Fig. 1: supply network
Pins as bars on the die edge.
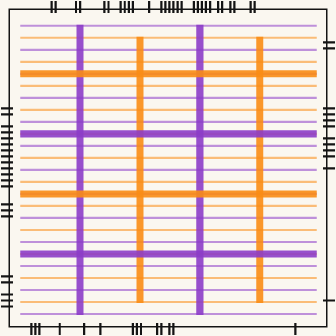
Fig. 2: placement by cell class
Scale bar: 20 microns.
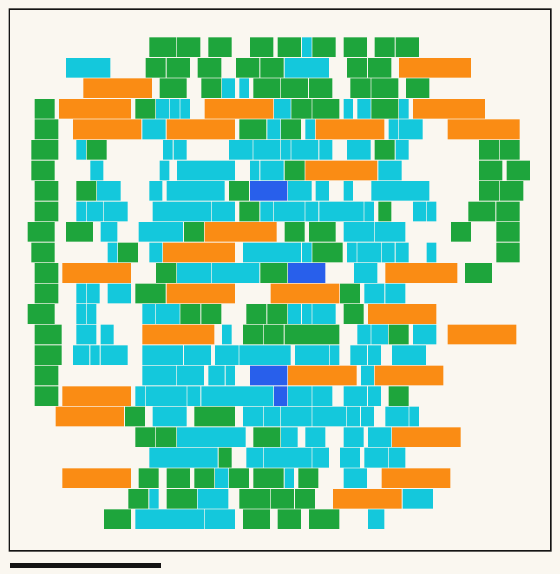
Fig. 3: routed clock nets over the placement
Scale bar: 20 microns.
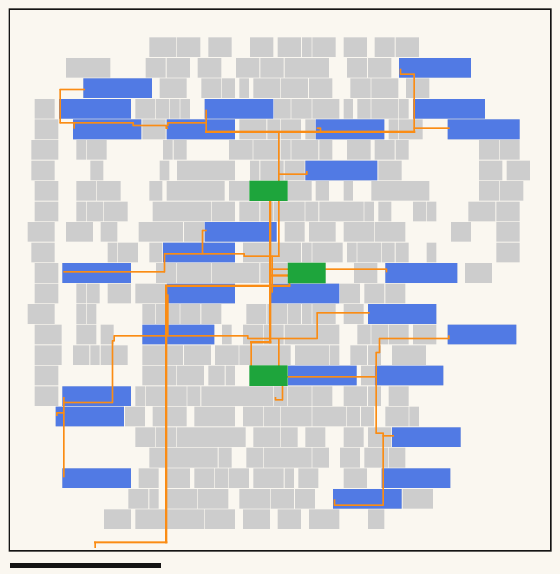
Fig. 4: wiring by layer
Only two layers are drawn.
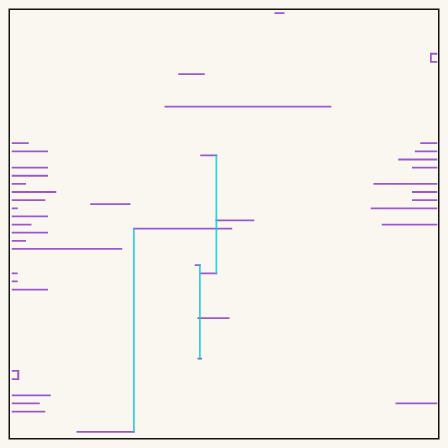
Fig. 5: clock routing
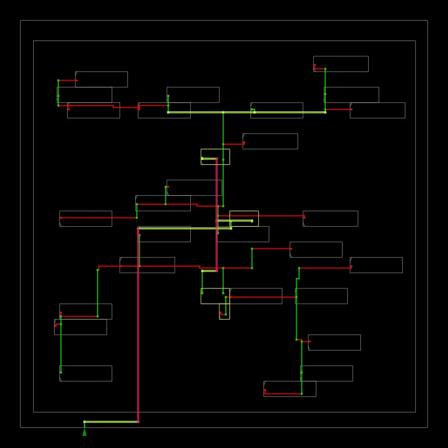
## config.mk

```make
export PLATFORM = sky130hd
export DESIGN_NAME = instruction_fetch_unit
export DESIGN_NICKNAME = d
export VERILOG_FILES = /design/src/rtl/instruction_fetch_unit.sv
export SDC_FILE = /design/constraint.sdc
export NUM_CORES = 1
export LEC_CHECK = 0
export CORE_MARGIN = 2
export CORE_UTILIZATION = 40
export CTS_BUF_LIST = sky130_fd_sc_hd__clkbuf_8
export DETAILED_ROUTE_END_ITERATION = 8
export GPL_ROUTABILITY_DRIVEN = 0
export PLACE_DENSITY = 0.78
export SETUP_SLACK_MARGIN = 0.15
export SLEW_MARGIN = 20
export SYNTH_ARGS = -nofsm -noshare
export SYNTH_HDL_FRONTEND = slang
export SYNTH_SLANG_ARGS = --single-unit
```

## constraint.sdc

```tcl
create_clock -name Clock -period 1.9 [get_ports Clock]
set_clock_uncertainty 0.2 [all_clocks]
set_input_delay 0.38 -clock Clock [delete_from_list [all_inputs] [get_ports Clock]]
set_output_delay 0.38 -clock Clock [all_outputs]
set_load 0.01 [all_outputs]
```

## src/rtl/instruction_fetch_unit.sv

```systemverilog
// Instruction fetch unit: owns the PC, reads two bytes per instruction from byte-wide
// memory and streams them into the instruction register (low byte first).
module instruction_fetch_unit #(
    parameter int                    ADDR_WIDTH = 16,
    parameter logic [ADDR_WIDTH-1:0] RESET_PC   = '0,
    parameter int                    TIMEOUT    = 15
) (
    input  logic                  Clock,
    input  logic                  Reset,
    input  logic                  Enable,
    input  logic                  PCLoad,
    input  logic [ADDR_WIDTH-1:0] PCLoadValue,
    output logic [ADDR_WIDTH-1:0] MemAddr,
    output logic                  MemRead,
    input  logic                  MemReady,
    input  logic [7:0]            MemData,
    output logic [7:0]            IRData,
    output logic                  IRWrite,
    output logic                  IRLH,
    output logic                  InstrValid,
    input  logic                  InstrAccept,
    output logic [ADDR_WIDTH-1:0] PCOut,
    output logic                  FetchErr
);

    typedef enum logic [1:0] {
        IDLE,
        FETCH_LO,
        FETCH_HI,
        VALID
    } state_t;

    // The timeout fires on the cycle that would be the TIMEOUT-th consecutive wait.
    localparam logic [7:0] TIMEOUT_LAST = 8'(TIMEOUT - 1);

    state_t                state;
    state_t                next_state;
    logic [ADDR_WIDTH-1:0] pc;
    logic [ADDR_WIDTH-1:0] next_pc;
    logic [7:0]            wait_cnt;
    logic [7:0]            next_wait_cnt;
    logic                  fetch_err;
    logic                  next_fetch_err;
    logic                  fetching;
    logic                  ir_write;

    always_ff @(posedge Clock or negedge Reset) begin
        if (!Reset) begin
            state     <= IDLE;
            pc        <= RESET_PC;
            wait_cnt  <= 8'd0;
            fetch_err <= 1'b0;
        end else begin
            state     <= next_state;
            pc        <= next_pc;
            wait_cnt  <= next_wait_cnt;
            fetch_err <= next_fetch_err;
        end
    end

    // PCLoad overrides everything, including a byte arriving in the same cycle.
    always_comb begin
        next_state     = state;
        next_pc        = pc;
        next_wait_cnt  = wait_cnt;
        next_fetch_err = fetch_err;
        ir_write       = 1'b0;
        fetching       = (state == FETCH_LO) || (state == FETCH_HI);

        if (PCLoad) begin
            next_pc        = PCLoadValue;
            next_fetch_err = 1'b0;
            next_wait_cnt  = 8'd0;
            next_state     = Enable ? FETCH_LO : IDLE;
        end else begin
            case (state)
                IDLE: begin
                    if (Enable && !fetch_err) begin
                        next_state    = FETCH_LO;
                        next_wait_cnt = 8'd0;
                    end
                end
                FETCH_LO, FETCH_HI: begin
                    if (MemReady) begin
                        ir_write      = 1'b1;
                        next_pc       = pc + 1'b1;
                        next_wait_cnt = 8'd0;
                        next_state    = (state == FETCH_LO) ? FETCH_HI : VALID;
                    end else if (wait_cnt == TIMEOUT_LAST) begin
                        next_fetch_err = 1'b1;
                        next_wait_cnt  = 8'd0;
                        next_state     = IDLE;
                    end else begin
                        next_wait_cnt = wait_cnt + 8'd1;
                    end
                end
                VALID: begin
                    if (InstrAccept) begin
                        next_wait_cnt = 8'd0;
                        next_state    = Enable ? FETCH_LO : IDLE;
                    end
                end
                default: next_state = IDLE;
            endcase
        end
    end

    assign MemAddr    = pc;
    assign PCOut      = pc;
    assign MemRead    = fetching;
    assign IRData     = MemData;
    assign IRWrite    = ir_write;
    assign IRLH       = (state == FETCH_HI);
    assign InstrValid = (state == VALID);
    assign FetchErr   = fetch_err;

endmodule

```

==> impl_metrics.tcl <==
# yosys + openroad results
set metrics [dict create \
    port_buffers 58 \
    cp_max_fo 2 \
    lay_top_cells "buf_4, dlygate4sd2_1, nand2_1" \
    edf_count 0 \
    cts_tree "done" \
    async_reset_ff_share_pct 100.0 \
    dp_hpwl_microns 3162 \
    status "finished with violations" \
    diodes 0 \
    finalWorstSetupSlack_ps -60.43 \
    cp.required_ps 1320 \
    finalCritPeriodShare_pct 103.2 \
    io_pins 75 \
    drt-pass1-iter-count 4 \
    mi_logic_area_sq_um 1131 \
    ant_nets 0 \
    cap_violations 0 \
    hold_ws_ps 264.5 \
    violations "setup timing" \
    worst_pin_slew_ps 478.2 \
    hold_buffers 0 \
    grt_setup_unrepaired "true" \
    finalSetupTns_ps -198.7 \
    clk_pin_slew_ps 100 \
    grt_pass1_wl_microns 7389 \
    netlist_area_sq_um 1827 \
    setup_viol 7 \
    avgSynthCellArea_sq_um 9.320 \
    yosysSeqAreaShare_pct 36.99 \
    routed_via_density 5.064 \
    seqCellArea_sq_um 686.9 \
    vias 1666 \
    grt_pass1_vias 1609 \
    end_kind "output port" \
    holdCritPathClass "in2async" \
    cts_buffer_depth 2 \
    drive_gt1_share_pct 37.18 \
    ys_types 45 \
    leakage_uw 0.001289 \
    nets 316 \
    antenna_found_initial 0 \
    max-slew-margin-rel_pct 68.02 \
    routed_wl_microns 4715 \
    ys_ff 27 \
    critical_path_class "reg2out" \
    arrival_ps 1380 \
    initCoreUtil_pct 41.67 \
    htree_num_levels 1 \
    drv_slew 0 \
    power_density_nw_per_um2 837.7 \
    warnings 34 \
]
Notes on Fig. 1 above:
purple -> VSS
orange -> VDD
met4 straps = 4
signal pins = 75
met5 straps = 4
met1 rails = 25
die width: 71.58 microns
Max VDD drop: 0.0006134 V
core footprint: 4384 sq um
die height: 71.58 microns

Notes on Fig. 2 above:
orange -> flip-flops  # cells 27
blue -> clock drivers and dummy loads  # cells 4
cyan -> all other logic  # cells 141
green -> other buffers and delay cells  # cells 105
site row count: 24
Seq area share: 23.82%
final instance area: 2884 sq um
Finished Core Util: 65.78%

Notes on Fig. 3 above:
blue -> flip-flops  # count 27
orange -> clock wires  # length 381 microns
green -> cells driving clock nets  # count 3
routed clock nets = 4
clk pwr: 341 uW
clock latency at the later pin of the worst-skew pair: 280 ps

Notes on Fig. 4 above:
purple -> met3  # wire length 242 microns
cyan -> met4  # wire length 69.4 microns

Notes on Fig. 5 above:
flip-flops: 27
Num CTS Buffers: 3
CTS Sinks: 27
clkbuf count: 3

what timing repair did:
| item | in CTS | in global routing |
|---|---|---|
| pin swaps | 13 | 14 |
| endpoints found under the setup margin | 58 | 31 |
| resized | 79 | 33 |
| setup buffers | 21 | 5 |
sequential cells by signal, summed over array words and instances (netlist names):
signal and count:
FetchErr 1, state 2, MemAddr 16, wait_cnt 8
routing by layer:
layer / part of all wire, % / track usage (%) / routed length (microns)
met3: 5.1 / 2.532 / 242
met5: 0 / 0 / 0
met4: 1.5 / 5.241 / 69
met2: 52 / 31.17 / 2438
met1: 42 / 23.57 / 1964
layout make-up:
type / instances / share of cell area [%]
Clock buffer: 3 / 1.432
Multi-Input combinational cell: 132 / 39.22
Tap cell: 52 / 2.256
Timing Repair Buffer: 105 / 31.84
Inverter: 9 / 1.258
Clock inverter: 1 / 0.1735
Sequential cell: 27 / 23.82
final timing paths:
kind | start | end | slack (ps) | cells past startpoint
min | Reset | MemAddr[13] | 260 | 2
max reg2reg | state[0] | wait_cnt[1] | -50 | 7
max | state[0] | IRWrite | -60 | 6
min reg2reg | wait_cnt[2] | wait_cnt[2] | 400 | 2
max in group asynchronous | Reset | MemAddr[0] | 950 | 2
min in group Clock | wait_cnt[2] | wait_cnt[2] | 400 | 2
logic make-up after synthesis:
| kind of cell | count (synthesis) | share of synthesized area [%] |
|---|---|---|
| and+or+nand+nor | 68 | 22.19 |
| buffers and inverters | 37 | 12.53 |
| AOI/OAI and AO/OA | 36 | 12.81 |
| DFF | 27 | 36.99 |
| xor gates and xnor gates | 16 | 7.672 |
| adders and majority gates | 8 | 5.480 |
| muxes | 4 | 2.329 |
worst max-delay path, cell delays in order (launching register included):
cell     delay, ps
dfrtp_1        370
inv_2           60
ha_4           280
buf_4          120
nand2_4         50
nor2_4         110
buf_6          110
synth_stat cells (3+ instances only):
cell type | number | share of area (%)
ha_1 | 8 | 5.5
xnor2_1 | 14 | 6.7
o21ai_0 | 16 | 4.4
nand2_1 | 22 | 4.5
nand3_1 | 7 | 1.9
nor2b_1 | 3 | 1.0
nor2_1 | 10 | 2.1
nand2b_1 | 3 | 1.0
buf_4 | 24 | 9.9
o21ai_1 | 3 | 0.82
inv_1 | 9 | 1.8
dfrtp_1 | 27 | 37
clkbuf_1 | 3 | 0.62
a21oi_1 | 5 | 1.4
nor3_1 | 5 | 1.4
per-stage QoR:
step                      setup WS [ps]  cells  instance area (sq um)  total power (uW)
after detailed placement         -279.0    299                   2490              1779
after CTS                        -9.812    324                   2734              2231
after global routing             -123.2    329                   2884              2559
final                            -60.43    329                   2884              2416
after global placement           -269.3    299                   2490              1747
after floorplan                   78.40    196                   1869              1321
power breakdown:
part / total [uW] / internal (uW) / switching (uW)
logic: 1380 / 721 / 656
clock network: 341 / 147 / 194
registers: 698 / 647 / 50.1
Power is estimated from default activity; no workload was simulated.
